File: config.mk
export PLATFORM = sky130hd
export DESIGN_NAME = password_attempt_controller_flat
export DESIGN_NICKNAME = d
export VERILOG_FILES = /design/src/rtl/password_pkg.sv /design/src/rtl/password_attempt_controller_if.sv /design/src/rtl/password_tick_timer.sv /design/src/rtl/password_attempt_controller.sv /design/src/flat_wrapper.sv
export SDC_FILE = /design/constraint.sdc
export NUM_CORES = 1
export LEC_CHECK = 0
export CORE_ASPECT_RATIO = 1.5
export CORE_UTILIZATION = 50
export DETAILED_ROUTE_END_ITERATION = 7
export PLACE_DENSITY = 0.8
export SLEW_MARGIN = 20
export SYNTH_ARGS = -nofsm -noshare
export SYNTH_HDL_FRONTEND = slang
export SYNTH_HIERARCHICAL = 1
export SYNTH_SLANG_ARGS = --single-unit
File: constraint.sdc
create_clock -name clk -period 2.8 [get_ports clk]
set_input_delay 0.56 -clock clk [delete_from_list [all_inputs] [get_ports clk]]
set_output_delay 0.56 -clock clk [all_outputs]
set_load 0.02 [all_outputs]
File: src/rtl/password_pkg.sv
// Shared types and widths for the password lock code-entry controller.
package password_pkg;

  localparam int unsigned DIGIT_W = 4;
  localparam int unsigned BCD_MAX = 9;
  localparam int unsigned TIMER_W = 8;

  typedef enum logic [2:0] {
    ST_IDLE     = 3'd0,
    ST_ENTRY    = 3'd1,
    ST_CHECK    = 3'd2,
    ST_UNLOCKED = 3'd3,
    ST_FAIL     = 3'd4,
    ST_LOCKOUT  = 3'd5,
    ST_PROGRAM  = 3'd6
  } state_t;

  function automatic logic is_bcd(input logic [DIGIT_W-1:0] d);
    return d <= DIGIT_W'(BCD_MAX);
  endfunction

endpackage

File: src/rtl/password_attempt_controller_if.sv
// Keypad-decoder / display-side signal bundle for the password attempt controller.
interface password_attempt_controller_if;
  import password_pkg::*;

  logic               tick;
  logic               digit_valid;
  logic [DIGIT_W-1:0] digit_val;
  logic               clear;
  logic               lock_req;
  logic               prog_req;
  logic               unlocked;
  logic               locked_out;
  logic               fail_pulse;
  logic               prog_done;
  logic [3:0]         attempts_left;
  logic [3:0]         digit_count;
  logic [TIMER_W-1:0] time_left;
  logic [2:0]         state_out;

  modport master (
    output tick, digit_valid, digit_val, clear, lock_req, prog_req,
    input  unlocked, locked_out, fail_pulse, prog_done,
           attempts_left, digit_count, time_left, state_out
  );

  modport slave (
    input  tick, digit_valid, digit_val, clear, lock_req, prog_req,
    output unlocked, locked_out, fail_pulse, prog_done,
           attempts_left, digit_count, time_left, state_out
  );

endinterface

File: src/rtl/password_tick_timer.sv
// Loadable down-counter advanced by tick pulses; expire flags the tick that reaches zero.
module password_tick_timer
  import password_pkg::*;
(
  input  logic               clk,
  input  logic               rst,
  input  logic               tick,
  input  logic               load,
  input  logic               clr,
  input  logic [TIMER_W-1:0] load_val,
  output logic [TIMER_W-1:0] count,
  output logic               expire
);

  always_ff @(posedge clk or negedge rst) begin
    if (!rst) begin
      count <= '0;
    end else if (clr) begin
      count <= '0;
    end else if (load) begin
      count <= load_val;
    end else if (tick && (count != '0)) begin
      count <= count - TIMER_W'(1);
    end
  end

  assign expire = tick && (count == TIMER_W'(1));

endmodule

File: src/rtl/password_attempt_controller.sv
// Code-entry sequencer: collects BCD digits, compares with the stored code, counts failures,
// enforces a timed lockout and allows re-programming the code while unlocked.
module password_attempt_controller
  import password_pkg::*;
#(
  parameter int unsigned                      NUM_DIGITS    = 4,
  parameter int unsigned                      MAX_ATTEMPTS  = 3,
  parameter int unsigned                      LOCKOUT_TICKS = 30,
  parameter int unsigned                      UNLOCK_TICKS  = 10,
  parameter logic [NUM_DIGITS*DIGIT_W-1:0]    DEFAULT_CODE  = 16'h2016
)
(
  input  logic                          clk,
  input  logic                          rst,
  password_attempt_controller_if.slave  bus
);

  localparam int unsigned BUF_W = NUM_DIGITS * DIGIT_W;

  state_t             state_q, state_d;
  logic [BUF_W-1:0]   buf_q, buf_d;
  logic [BUF_W-1:0]   code_q, code_d;
  logic [3:0]         att_q, att_d;
  logic [3:0]         cnt_q, cnt_d;
  logic               prog_done_q, prog_done_d;

  logic               tmr_tick, tmr_load, tmr_clr, tmr_expire;
  logic [TIMER_W-1:0] tmr_val, tmr_count;

  logic               dig_ok;
  logic               last_digit;
  logic [BUF_W-1:0]   buf_shift;

  assign dig_ok     = bus.digit_valid && is_bcd(bus.digit_val);
  assign last_digit = (cnt_q == 4'(NUM_DIGITS - 1));
  assign buf_shift  = (buf_q << DIGIT_W) | BUF_W'(bus.digit_val);
  assign tmr_tick   = bus.tick && ((state_q == ST_LOCKOUT) || (state_q == ST_UNLOCKED));

  password_tick_timer u_timer (
    .clk      (clk),
    .rst      (rst),
    .tick     (tmr_tick),
    .load     (tmr_load),
    .clr      (tmr_clr),
    .load_val (tmr_val),
    .count    (tmr_count),
    .expire   (tmr_expire)
  );

  always_ff @(posedge clk or negedge rst) begin
    if (!rst) begin
      state_q     <= ST_IDLE;
      buf_q       <= '0;
      code_q      <= DEFAULT_CODE;
      att_q       <= 4'(MAX_ATTEMPTS);
      cnt_q       <= '0;
      prog_done_q <= 1'b0;
    end else begin
      state_q     <= state_d;
      buf_q       <= buf_d;
      code_q      <= code_d;
      att_q       <= att_d;
      cnt_q       <= cnt_d;
      prog_done_q <= prog_done_d;
    end
  end

  always_comb begin
    state_d     = state_q;
    buf_d       = buf_q;
    code_d      = code_q;
    att_d       = att_q;
    cnt_d       = cnt_q;
    prog_done_d = 1'b0;
    tmr_load    = 1'b0;
    tmr_clr     = 1'b0;
    tmr_val     = TIMER_W'(UNLOCK_TICKS);

    unique case (state_q)
      ST_IDLE: begin
        if (dig_ok) begin
          buf_d   = buf_shift;
          cnt_d   = cnt_q + 4'd1;
          state_d = last_digit ? ST_CHECK : ST_ENTRY;
        end
      end
      ST_ENTRY: begin
        if (bus.clear) begin
          buf_d   = '0;
          cnt_d   = '0;
          state_d = ST_IDLE;
        end else if (dig_ok) begin
          buf_d   = buf_shift;
          cnt_d   = cnt_q + 4'd1;
          state_d = last_digit ? ST_CHECK : ST_ENTRY;
        end
      end
      ST_CHECK: begin
        cnt_d = '0;
        if (buf_q == code_q) begin
          att_d    = 4'(MAX_ATTEMPTS);
          tmr_load = 1'b1;
          tmr_val  = TIMER_W'(UNLOCK_TICKS);
          state_d  = ST_UNLOCKED;
        end else begin
          state_d  = ST_FAIL;
        end
      end
      ST_FAIL: begin
        att_d = att_q - 4'd1;
        if (att_q == 4'd1) begin
          tmr_load = 1'b1;
          tmr_val  = TIMER_W'(LOCKOUT_TICKS);
          state_d  = ST_LOCKOUT;
        end else begin
          state_d  = ST_IDLE;
        end
      end
      ST_LOCKOUT: begin
        if (tmr_expire) begin
          att_d   = 4'(MAX_ATTEMPTS);
          state_d = ST_IDLE;
        end
      end
      ST_UNLOCKED: begin
        // The timer only runs in LOCKOUT/UNLOCKED, so it is cleared on every exit to keep time_left at 0.
        if (bus.lock_req) begin
          tmr_clr = 1'b1;
          state_d = ST_IDLE;
        end else if (bus.prog_req) begin
          tmr_clr = 1'b1;
          buf_d   = '0;
          cnt_d   = '0;
          state_d = ST_PROGRAM;
        end else if (tmr_expire) begin
          state_d = ST_IDLE;
        end
      end
      ST_PROGRAM: begin
        if (bus.clear) begin
          buf_d    = '0;
          cnt_d    = '0;
          tmr_load = 1'b1;
          tmr_val  = TIMER_W'(UNLOCK_TICKS);
          state_d  = ST_UNLOCKED;
        end else if (dig_ok) begin
          if (last_digit) begin
            code_d      = buf_shift;
            prog_done_d = 1'b1;
            buf_d       = '0;
            cnt_d       = '0;
            state_d     = ST_IDLE;
          end else begin
            buf_d = buf_shift;
            cnt_d = cnt_q + 4'd1;
          end
        end
      end
      default: begin
        state_d = ST_IDLE;
      end
    endcase
  end

  assign bus.unlocked      = (state_q == ST_UNLOCKED);
  assign bus.locked_out    = (state_q == ST_LOCKOUT);
  assign bus.fail_pulse    = (state_q == ST_FAIL);
  assign bus.prog_done     = prog_done_q;
  assign bus.attempts_left = att_q;
  assign bus.digit_count   = cnt_q;
  assign bus.time_left     = tmr_count;
  assign bus.state_out     = state_q;

endmodule
File: src/flat_wrapper.sv
// flat-port wrapper written by rule: the top's interface ports become plain ports
module password_attempt_controller_flat import password_pkg::*;
#(
  parameter int unsigned                      NUM_DIGITS    = 4,
  parameter int unsigned                      MAX_ATTEMPTS  = 3,
  parameter int unsigned                      LOCKOUT_TICKS = 30,
  parameter int unsigned                      UNLOCK_TICKS  = 10,
  parameter logic [NUM_DIGITS*DIGIT_W-1:0]    DEFAULT_CODE  = 16'h2016
)
  (clk, rst, bus_tick, bus_digit_valid, bus_digit_val, bus_clear, bus_lock_req, bus_prog_req, bus_unlocked, bus_locked_out, bus_fail_pulse, bus_prog_done, bus_attempts_left, bus_digit_count, bus_time_left, bus_state_out);
  password_attempt_controller_if bus_i ();
  input  logic clk;
  input  logic rst;
  input wire logic [$bits(bus_i.tick)-1:0] bus_tick;
  input wire logic [$bits(bus_i.digit_valid)-1:0] bus_digit_valid;
  input wire logic [$bits(bus_i.digit_val)-1:0] bus_digit_val;
  input wire logic [$bits(bus_i.clear)-1:0] bus_clear;
  input wire logic [$bits(bus_i.lock_req)-1:0] bus_lock_req;
  input wire logic [$bits(bus_i.prog_req)-1:0] bus_prog_req;
  output wire logic [$bits(bus_i.unlocked)-1:0] bus_unlocked;
  output wire logic [$bits(bus_i.locked_out)-1:0] bus_locked_out;
  output wire logic [$bits(bus_i.fail_pulse)-1:0] bus_fail_pulse;
  output wire logic [$bits(bus_i.prog_done)-1:0] bus_prog_done;
  output wire logic [$bits(bus_i.attempts_left)-1:0] bus_attempts_left;
  output wire logic [$bits(bus_i.digit_count)-1:0] bus_digit_count;
  output wire logic [$bits(bus_i.time_left)-1:0] bus_time_left;
  output wire logic [$bits(bus_i.state_out)-1:0] bus_state_out;
  assign bus_i.tick = bus_tick;
  assign bus_i.digit_valid = bus_digit_valid;
  assign bus_i.digit_val = bus_digit_val;
  assign bus_i.clear = bus_clear;
  assign bus_i.lock_req = bus_lock_req;
  assign bus_i.prog_req = bus_prog_req;
  assign bus_unlocked = bus_i.unlocked;
  assign bus_locked_out = bus_i.locked_out;
  assign bus_fail_pulse = bus_i.fail_pulse;
  assign bus_prog_done = bus_i.prog_done;
  assign bus_attempts_left = bus_i.attempts_left;
  assign bus_digit_count = bus_i.digit_count;
  assign bus_time_left = bus_i.time_left;
  assign bus_state_out = bus_i.state_out;
  password_attempt_controller #(.NUM_DIGITS(NUM_DIGITS), .MAX_ATTEMPTS(MAX_ATTEMPTS), .LOCKOUT_TICKS(LOCKOUT_TICKS), .UNLOCK_TICKS(UNLOCK_TICKS), .DEFAULT_CODE(DEFAULT_CODE)) u_core (.clk(clk), .rst(rst), .bus(bus_i));
endmodule
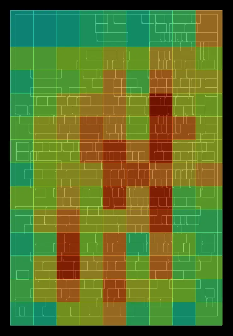
Fig. 1. Routing congestion map (run 1).
GRT met2 Usage: 0.371
average wire per standard cell: 15.9 µm
end-of-flow core utilization: 0.615
busiest layer in global routing: met2

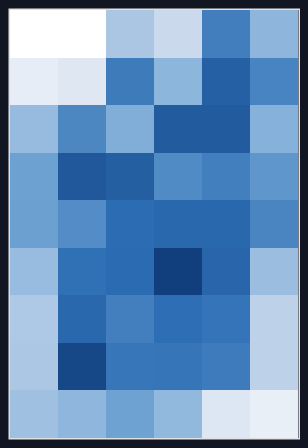
Fig. 2. Placement density heat map (run 1).
The die is cut into 6 by 9 equal tiles; white is low, dark blue is high, 0 to 100% covered.
3.7% of the tiles are nearly empty. The mean over all tiles is 55%. The densest ninth of the die: centre. The fullest tile reaches 94%. 26% of the tiles are over 75% full. The emptiest ninth of the die: upper left.
Starting Density: 0.517
Placeable Area: 5410 µm²

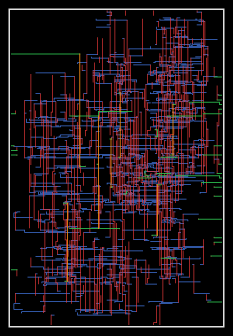
Fig. 3. Routed metal, one colour a layer (run 1).
Key: metal 4 = orange [wire length 153 µm]; metal 2 = red [wire length 3120 µm]; metal 1 = blue [wire length 2400 µm]; metal 3 = green [wire length 180 µm]
overall global routing resource usage: 0.212
routed via count: 2124

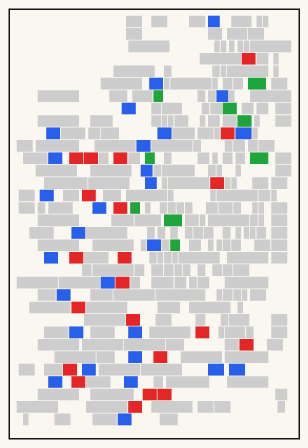
Fig. 4. Gate-type map (run 1).
Key: AND-OR and OR-AND gates = blue [cells 27]; AND and OR gates = green [cells 9]; XOR/XNOR gates = red [cells 21]
Comb area share: 0.421
Finished Layout Cells: 368

==> results.py, run 1 <==
# Synthesis and PnR figures
metrics = {
    "layout": {
        "seq_share": 0.393,
        "clock_cell_area_share": 0.0346,
        "lay_top_count": "dfrtp_1",
        "num-fill-cells": 432,
        "multi_input_comb_cells": 186,
        "buf_share": 0.109,
        "regArea_um2": 1310,
        "ff_count": 52,
        "fin_nets": 313,
        "drive_above_1_share": 0.161,
    },
    "sta": {
        "finalSetupViolCount": 0,
        "finalSetupTns_ps": 0,
        "hold_violations": 0,
        "min_period_over_period": 0.946,
        "rsz0062_at_grt": "no",
        "drv_slew": 0,
        "max_freq_mhz": 377,
        "slew-limit-headroom": 0.547,
        "layout_min_cycle_time_ps": 2650,
    },
    "synth": {
        "ys_sh_simple": 0.150,
        "ys_sh_adder": 0.0224,
        "yosys_area_um2": 2800,
        "syn_area_per_cell_um2": 10.9,
        "synthArstFlopShare": 1.00,
        "xor_area_frac": 0.0657,
        "ys_cells": 257,
        "synth_top_flop_cell": "dfrtp_1",
        "yosysWarnings": 6,
        "muxShareOfSynthArea": 0.0876,
        "top_area_frac": 0.411,
    },
    "route": {
        "routed_via_density": 5.77,
        "antenna_left": 0,
        "first_pass_iters": 4,
        "routed_wl_um": 5850,
        "drt_iter0_markers": 169,
    },
    "clock_network": {
        "post-cts-setup-buffers": 0,
        "cts_made_buffers": 5,
        "clockRootBuffer": "clkbuf_8",
        "ctsResizeCount": 0,
        "cts_tree": "done",
        "clkLatencyLatePin_ps": 300,
    },
    "pwr": {
        "p_sw_uw": 1040,
        "seqPwrFrac": 0.417,
        "p_total_uw": 2770,
        "ir_drop_mv": 0.443,
        "p_clk_frac": 0.187,
        "power.density_nw_per_um2": 834,
        "p_clk_uw": 520,
        "powerSeq_uw": 1160,
    },
    "place": {
        "hpwlAfterDp_um": 4120,
        "gp_congestion": 0.830,
    },
    "critical_path": {
        "cp_slowest_cell": "clkdlybuf4s50_1",
        "crit_required_ps": 2240,
        "cp-start-kind": "flop",
        "reg2reg_depth": 8,
        "crit_chain": "nand2b_1, nor2_1, clkdlybuf4s50_1",
        "cp.arrival_ps": 2090,
        "worstPathMaxFanout": 12,
        "crit_path_start": "u_core/bus.state_out[1]",
    },
    "floorplanning": {
        "fp.dieW_um": 63.1,
        "pin_count": 34,
        "tap_cells": 70,
        "die_h_um": 93.6,
    },
    "grt": {
        "grt_max_degree": 53,
        "grt_pass1_vias": 2085,
        "grt-ovfl-total": 0,
        "grt_pass1_wl_um": 9720,
    },
    "outcome": {
        "status": "completed",
    },
    "min_path": {
        "hp-class": "in2async",
    },
}
run 1: cells by family (layout without fill, tap and decap cells):
family / after synthesis / in the layout
xor gates and xnor gates: 21 / 21
AOI/OAI and AO/OA: 64 / 64
muxes: 19 / 19
DFF: 52 / 52
and+or+nand+nor: 71 / 71
adders and majority gates: 5 / 5
buffers and inverters: 23 / 60
other: 2 / 6
run 1: synthesized netlist by cell type, types with 4 or more instances:
cell type,count
a22o_1,17
ha_1,5
mux2_2,8
xnor2_1,19
a211oi_1,4
nor2_1,16
buf_2,4
dfstp_2,6
nand3_1,7
nand4_1,5
nor3_1,6
dfrtp_1,46
nor4_1,4
nand2_1,10
o21ai_0,8
inv_1,13
mux2_4,9
a21oi_1,11
run 1: routing by layer:
metal	vias up	global-route usage	routed length, µm	part of all wire
met5	-	0	0	0
met4	0	0.0950	153	0.026
met3	15	0.0341	180	0.031
met2	58	0.371	3120	0.53
met1	1043	0.252	2400	0.41
li1	1008	-	-	-
run 1: flip-flops by register name, summed over array words and instances (netlist names):
register                  count
u_core/buf_q                 16
u_core/code_q                16
u_core/u_timer/count          8
u_core/bus.attempts_left      4
u_core/bus.digit_count        4
u_core/bus.state_out          3
u_core/bus.prog_done          1
run 1: through the flow:
step | cell area, µm² | utilization | std cells | hold slack [ps] | worst slack, ps
floorplan | 2810 | - | 261 | 264 | 448
global placement | 3210 | 0.593 | 360 | 508 | 244
detailed placement | 3210 | 0.593 | 360 | 513 | 125
CTS | 3320 | 0.614 | 368 | 385 | 133
global route | 3330 | 0.615 | 368 | 412 | 6.92
finish | 3330 | 0.615 | 368 | 354 | 150
run 1: worst max-delay path, delay by kind of cell (launching register included):
| kind | cells | cell delay [ps] |
|---|---|---|
| buffers and inverters | 1 | 660 |
| AND/OR/NAND/NOR | 2 | 590 |
| flip-flops | 1 | 530 |
--- run 2 (diff from run 1) ---
--- a/config.mk
+++ b/config.mk
@@ -6,8 +6,11 @@
 export NUM_CORES = 1
 export LEC_CHECK = 0
 export CORE_ASPECT_RATIO = 1.5
+export CORE_MARGIN = 3
 export CORE_UTILIZATION = 50
+export CTS_CLUSTER_DIAMETER = 150
 export DETAILED_ROUTE_END_ITERATION = 7
+export GPL_TIMING_DRIVEN = 0
 export PLACE_DENSITY = 0.8
 export SLEW_MARGIN = 20
 export SYNTH_ARGS = -nofsm -noshare
==> results.py, run 2 <==
# Synthesis and PnR figures
metrics = {
    "clock_network": {
        "clockRootBuffer": "clkbuf_8",
        "cts_tree": "done",
        "cts_made_buffers": 5,
        "ctsResizeCount": 0,
        "clk_pin_slew_ps": 90,
        "htree_num_levels": 2,
        "post-cts-setup-buffers": 0,
        "clkLatencyLatePin_ps": 300,
    },
    "critical_path": {
        "worstPathMaxFanout": 10,
        "reg2reg_depth": 9,
        "crit_chain": "buf_2, nand2b_1, nor2_1, clkdlybuf4s50_1",
        "cp.arrival_ps": 2120,
        "crit_required_ps": 2240,
        "cp-start-kind": "flop",
        "endpoint_kind": "output port",
        "cp_slowest_cell": "clkdlybuf4s50_1",
    },
    "layout": {
        "drive_above_1_share": 0.169,
        "layout.cells.non_filler": 370,
        "combGateArea_um2": 1400,
        "fin_nets": 317,
        "multi_input_comb_cells": 186,
        "seq_share": 0.394,
        "regArea_um2": 1310,
        "clock_cell_area_share": 0.0275,
        "ff_count": 52,
        "largest_class": "multi-input combinational cells",
        "reg_top3": "u_core/buf_q x16, u_core/code_q x16, u_core/u_timer/count x8",
        "lay_top_count": "dfrtp_1",
        "num-fill-cells": 459,
        "comb_share": 0.420,
        "buf_share": 0.116,
        "n_antenna_cell": 0,
    },
    "sta": {
        "finalSetupTns_ps": 0,
        "rsz0062_at_grt": "no",
        "min_period_over_period": 0.956,
        "finClkSkew_ps": 3.88,
        "finalSetupViolCount": 0,
        "layout_setup_ws_ps": 124,
        "hold_slack_ps": 270,
        "slew-limit-headroom": 0.575,
        "max_freq_mhz": 374,
        "layout_min_cycle_time_ps": 2680,
        "hold_violations": 0,
        "drv_slew": 0,
    },
    "place": {
        "placedCellCount": 362,
        "hpwlAfterDp_um": 4270,
        "gp_congestion": 0.817,
        "place_ws_ps": 119,
    },
    "synth": {
        "synth_top_flop_cell": "dfrtp_1",
        "ys_top_cells_by_count": "dfrtp_1 (46), xnor2_1 (19), a22o_1 (17), nor2_1 (16), inv_1 (13)",
        "topCellsByArea": "dfrtp_1 (41%), xnor2_1 (5.9%), dfstp_2 (5.6%), a22o_1 (5.3%), mux2_4 (4.8%)",
        "top_area_frac": 0.411,
        "yosys_area_um2": 2800,
        "ys_cells": 257,
        "syn_area_per_cell_um2": 10.9,
        "yosysWarnings": 6,
        "synthArstFlopShare": 1.00,
        "yosysTopAreaCell": "dfrtp_1",
        "numSynthFlops": 52,
        "synth.most_common_cell": "dfrtp_1",
    },
    "pwr": {
        "p_total_uw": 2690,
        "leakage_uw": 0.00155,
        "switching_share": 0.386,
        "p_sw_uw": 1040,
        "p_clk_frac": 0.159,
        "comb_power_share": 0.424,
        "seqPwrFrac": 0.417,
        "p_clk_uw": 429,
        "powerSeq_uw": 1120,
        "ir_drop_mv": 0.452,
        "power.density_nw_per_um2": 812,
    },
    "outcome": {
        "status": "completed",
    },
    "route": {
        "first_pass_iters": 4,
        "routed_via_density": 5.71,
        "antenna_left": 0,
        "drt_iter0_markers": 110,
    },
    "floorplanning": {
        "die_h_um": 97.6,
        "coreArea_um2": 5290,
        "tap_cells": 68,
        "fp.dieW_um": 67.1,
        "fp-utilization": 0.530,
        "pin_count": 34,
    },
    "grt": {
        "grt-ovfl-total": 0,
        "grt_pass1_wl_um": 9650,
        "grt_pass1_vias": 2074,
        "grt_max_degree": 53,
    },
    "job": {
        "maxCapViolations": 0,
    },
    "min_path": {
        "hp-class": "in2async",
    },
}
[run 2: logic make-up (layout without fill, tap and decap cells)]
| group | after synthesis | count (layout) | share of synthesized area |
|---|---|---|---|
| AND/OR/NAND/NOR | 71 | 71 | 0.150 |
| multiplexers | 19 | 19 | 0.0876 |
| adder cells (fa/ha/maj) | 5 | 5 | 0.0224 |
| AND-OR/OR-AND | 64 | 64 | 0.165 |
| buffers and inverters | 23 | 64 | 0.0393 |
| XOR/XNOR | 21 | 21 | 0.0657 |
| other | 2 | 6 | 0.00268 |
| flip-flops | 52 | 52 | 0.468 |
[run 2: final timing paths]
check	endpoint	start	slack (ps)
worst max-delay path	bus_fail_pulse	u_core/bus.state_out[1]	120
worst min-delay path	u_core/bus.attempts_left[2]	rst	270
worst max register to register	u_core/u_timer/count[6]	u_core/code_q[2]	270
worst min register to register	u_core/code_q[0]	u_core/code_q[0]	530
max in group asynchronous	u_core/buf_q[6]	rst	2100
min in group clk	u_core/code_q[0]	u_core/code_q[0]	530
[run 2: worst max-delay path, delay by kind of cell (launching register included)]
family / cells / cell delay (ps)
and+or+nand+nor: 2 / 520
DFF: 1 / 440
buffers and inverters: 2 / 860
[run 2: metal layers]
| metal | track usage | vias to the layer above | part of all wire |
|---|---|---|---|
| met5 | 0 | - | 0 |
| met4 | 0.0469 | 0 | 0.011 |
| met3 | 0.0336 | 8 | 0.044 |
| met2 | 0.325 | 66 | 0.54 |
| met1 | 0.234 | 1016 | 0.41 |
| li1 | - | 1021 | - |
[run 2: per-stage QoR]
step	util	cell area [µm²]
final	0.628	3320
after global routing	0.628	3320
after CTS	0.628	3320
after detailed placement	0.611	3230
after global placement	0.611	3230
after floorplan	-	2810
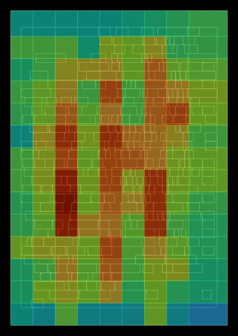
Fig. 5. Routing congestion map (run 2).
overall global routing resource usage: 0.187
met3 GRT Util: 0.0336
end-of-flow core utilization: 0.628
GRT met2 Usage: 0.325
average wire per standard cell: 15.4 µm

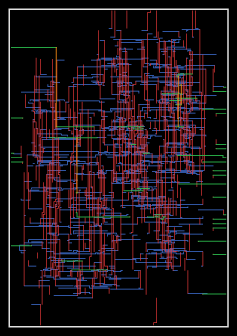
Fig. 6. Routed metal, one colour a layer (run 2).
Key: metal 1 = blue [wire length 2320 µm]; metal 3 = green [wire length 251 µm]; metal 4 = orange [wire length 63.2 µm]; metal 2 = red [wire length 3060 µm]
routed via count: 2111
Routed Wire Length: 5690 µm

--- run 3 (diff from run 2) ---
--- a/config.mk
+++ b/config.mk
@@ -11,9 +11,9 @@
 export CTS_CLUSTER_DIAMETER = 150
 export DETAILED_ROUTE_END_ITERATION = 7
 export GPL_TIMING_DRIVEN = 0
+export MAX_ROUTING_LAYER = met4
 export PLACE_DENSITY = 0.8
 export SLEW_MARGIN = 20
 export SYNTH_ARGS = -nofsm -noshare
 export SYNTH_HDL_FRONTEND = slang
-export SYNTH_HIERARCHICAL = 1
 export SYNTH_SLANG_ARGS = --single-unit
==> results.py, run 3 <==
# Synthesis and PnR figures
metrics = {
    "sta": {
        "rsz0062_at_grt": "no",
        "finalSetupTns_ps": 0,
        "finClkSkew_ps": 14.3,
        "drv_slew": 0,
        "finalSetupViolCount": 0,
        "hold_violations": 0,
        "layout_setup_ws_ps": 170,
        "hold_slack_ps": 267,
        "max_freq_mhz": 380,
        "min_period_over_period": 0.939,
    },
    "clock_network": {
        "clk_pin_slew_ps": 100,
        "cts_made_buffers": 5,
        "clockRootBuffer": "clkbuf_8",
        "post-cts-setup-buffers": 0,
        "ctsResizeCount": 0,
        "clkLatencyLatePin_ps": 310,
    },
    "pwr": {
        "p_sw_uw": 922,
        "comb_power_share": 0.391,
        "power.density_nw_per_um2": 754,
        "p_total_uw": 2440,
        "seqPwrFrac": 0.436,
        "ir_drop_mv": 0.439,
        "leakage_uw": 0.00161,
        "switching_share": 0.378,
    },
    "critical_path": {
        "cp-endpoint": "bus_locked_out",
        "cp_slowest_cell": "clkdlybuf4s50_1",
        "endpoint_kind": "output port",
        "crit_cells": 4,
        "cp.arrival_ps": 2070,
        "rrSetupSlack_ps": 610,
        "reg2reg_from": "u_core.code_q[15]",
        "cp.buffers_inverters": 3,
        "crit_path_start": "u_core.bus.state_out[0]",
        "reg2reg_depth": 5,
        "cp-start-kind": "flop",
        "critPathTopFamily": "buffers and inverters",
        "worstPathMaxFanout": 10,
    },
    "synth": {
        "yosysTopAreaCell": "dfrtp_1",
        "synth.most_common_cell": "dfrtp_1",
        "numSynthFlops": 52,
        "yosysWarnings": 0,
        "top_area_frac": 0.420,
        "yosys_area_um2": 2740,
        "synth_top_flop_cell": "dfrtp_1",
    },
    "grt": {
        "grt_usage": 0.193,
        "grt_pass1_wl_um": 9480,
        "grt-ovfl-total": 0,
        "grt_max_degree": 53,
        "grt_pass1_vias": 2054,
    },
    "route": {
        "drt_iter0_markers": 108,
        "antenna_left": 0,
        "routed_wl_um": 5480,
        "vias": 2016,
        "first_pass_iters": 4,
    },
    "layout": {
        "lay_top_count": "dfrtp_1",
        "final_area_um2": 3230,
        "fin_nets": 301,
        "layout.cells.non_filler": 353,
        "drive_above_1_share": 0.172,
    },
    "floorplanning": {
        "pin_count": 34,
        "die_h_um": 96.7,
        "fp.dieW_um": 66.5,
    },
    "place": {
        "placedCellCount": 345,
        "gp_congestion": 0.854,
        "place_ws_ps": 191,
        "hpwlAfterDp_um": 4000,
        "place_area_um2": 3150,
    },
    "job": {
        "maxCapViolations": 0,
    },
    "outcome": {
        "status": "completed",
    },
    "min_path": {
        "hp-class": "in2async",
    },
}
-- run 3: cell count changes in the layout (fill, tap and decap cells not counted), sizes merged, moves of 3 or more --
cell    change
nor2        -3
a211oi      -4
xnor2      -17
or3         +3
xor2       +19
conb        -6
a21oi       -3
inv         -8
o22ai       -3
-- run 3: layout make-up --
cell class / count / area [µm²] / area share
Buffer: 11 / 85.1 / 0.0263
Clock buffer: 5 / 68.8 / 0.0213
Clock inverter: 3 / 18.8 / 0.00580
Inverter: 7 / 26.3 / 0.00812
Multi-Input combinational cell: 175 / 1320 / 0.409
Sequential cell: 52 / 1310 / 0.405
Tap cell: 68 / 85.1 / 0.0263
Timing Repair Buffer: 32 / 318 / 0.0983
-- run 3: power groups by stage --
stage | clock network, µW | registers, µW | logic [µW]
after floorplan | 0 | 1140 | 534
after global placement | 0 | 1070 | 934
after detailed placement | 0 | 1080 | 963
after CTS | 437 | 1060 | 966
after global routing | 462 | 1090 | 1070
final | 423 | 1060 | 955
-- run 3: kinds of logic (layout without fill, tap and decap cells) --
| kind of cell | count (synthesis) | after routing | share of synthesized area |
|---|---|---|---|
| xor gates and xnor gates | 23 | 23 | 0.0734 |
| and+or+nand+nor | 76 | 76 | 0.156 |
| DFF | 52 | 52 | 0.477 |
| muxes | 18 | 18 | 0.0857 |
| AOI/OAI and AO/OA | 52 | 52 | 0.140 |
| adders and majority gates | 6 | 6 | 0.0274 |
| buffers and inverters | 18 | 58 | 0.0406 |
-- run 3: layer usage --
layer  vias up  part of all wire  global-route usage  wire (µm)
met5         -                 0                   -          0
met4         0             0.013              0.0532         73
met3         7             0.034              0.0348        187
met2        42              0.54               0.322       2970
met1      1001              0.41               0.236       2250
li1        966                 -                   -          -
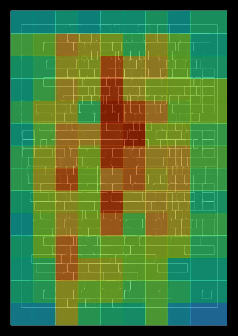
Fig. 7. Routing congestion map (run 3).
GRT met2 Usage: 0.322
end-of-flow core utilization: 0.617
met3 GRT Util: 0.0348
average wire per standard cell: 15.5 µm

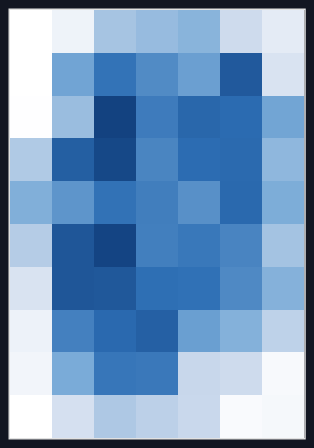
Fig. 8. Placement density heat map (run 3).
The die is cut into 7 by 10 equal tiles; white is low, dark blue is high, 0 to 100% covered.
The densest ninth of the die: centre. The fullest tile reaches 93%. 21% of the tiles are over 75% full. The emptiest ninth of the die: lower right. The mean over all tiles is 49%. 5.7% of the tiles are nearly empty.
Starting Density: 0.523
Placeable Area: 5250 µm²


==> screenshots <==
The metal 2 layer.
Plate I
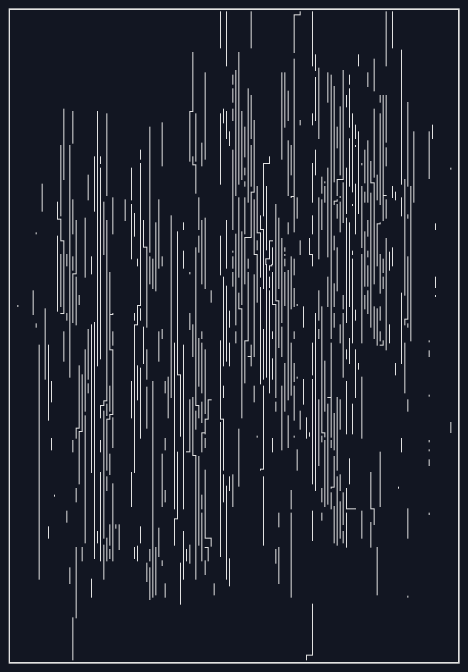
Plate II
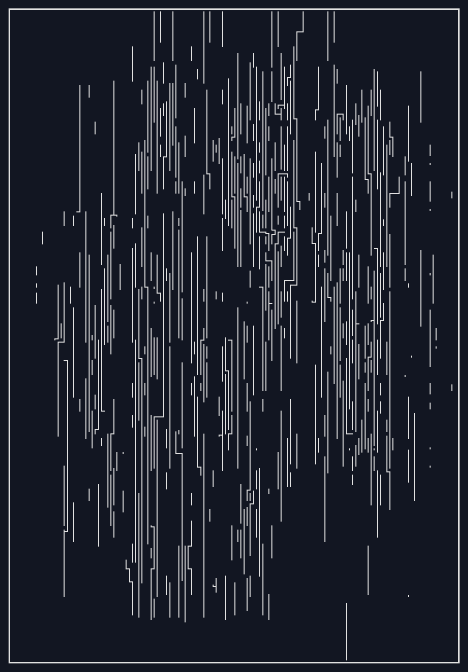
Plate III
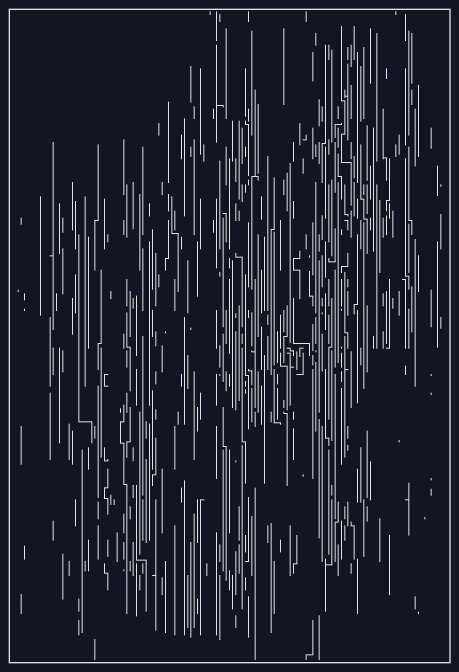
Plate III comes from run 1.
Plate I comes from run 2.
Plate II comes from run 3.

Power and IR drop assume default switching activity.
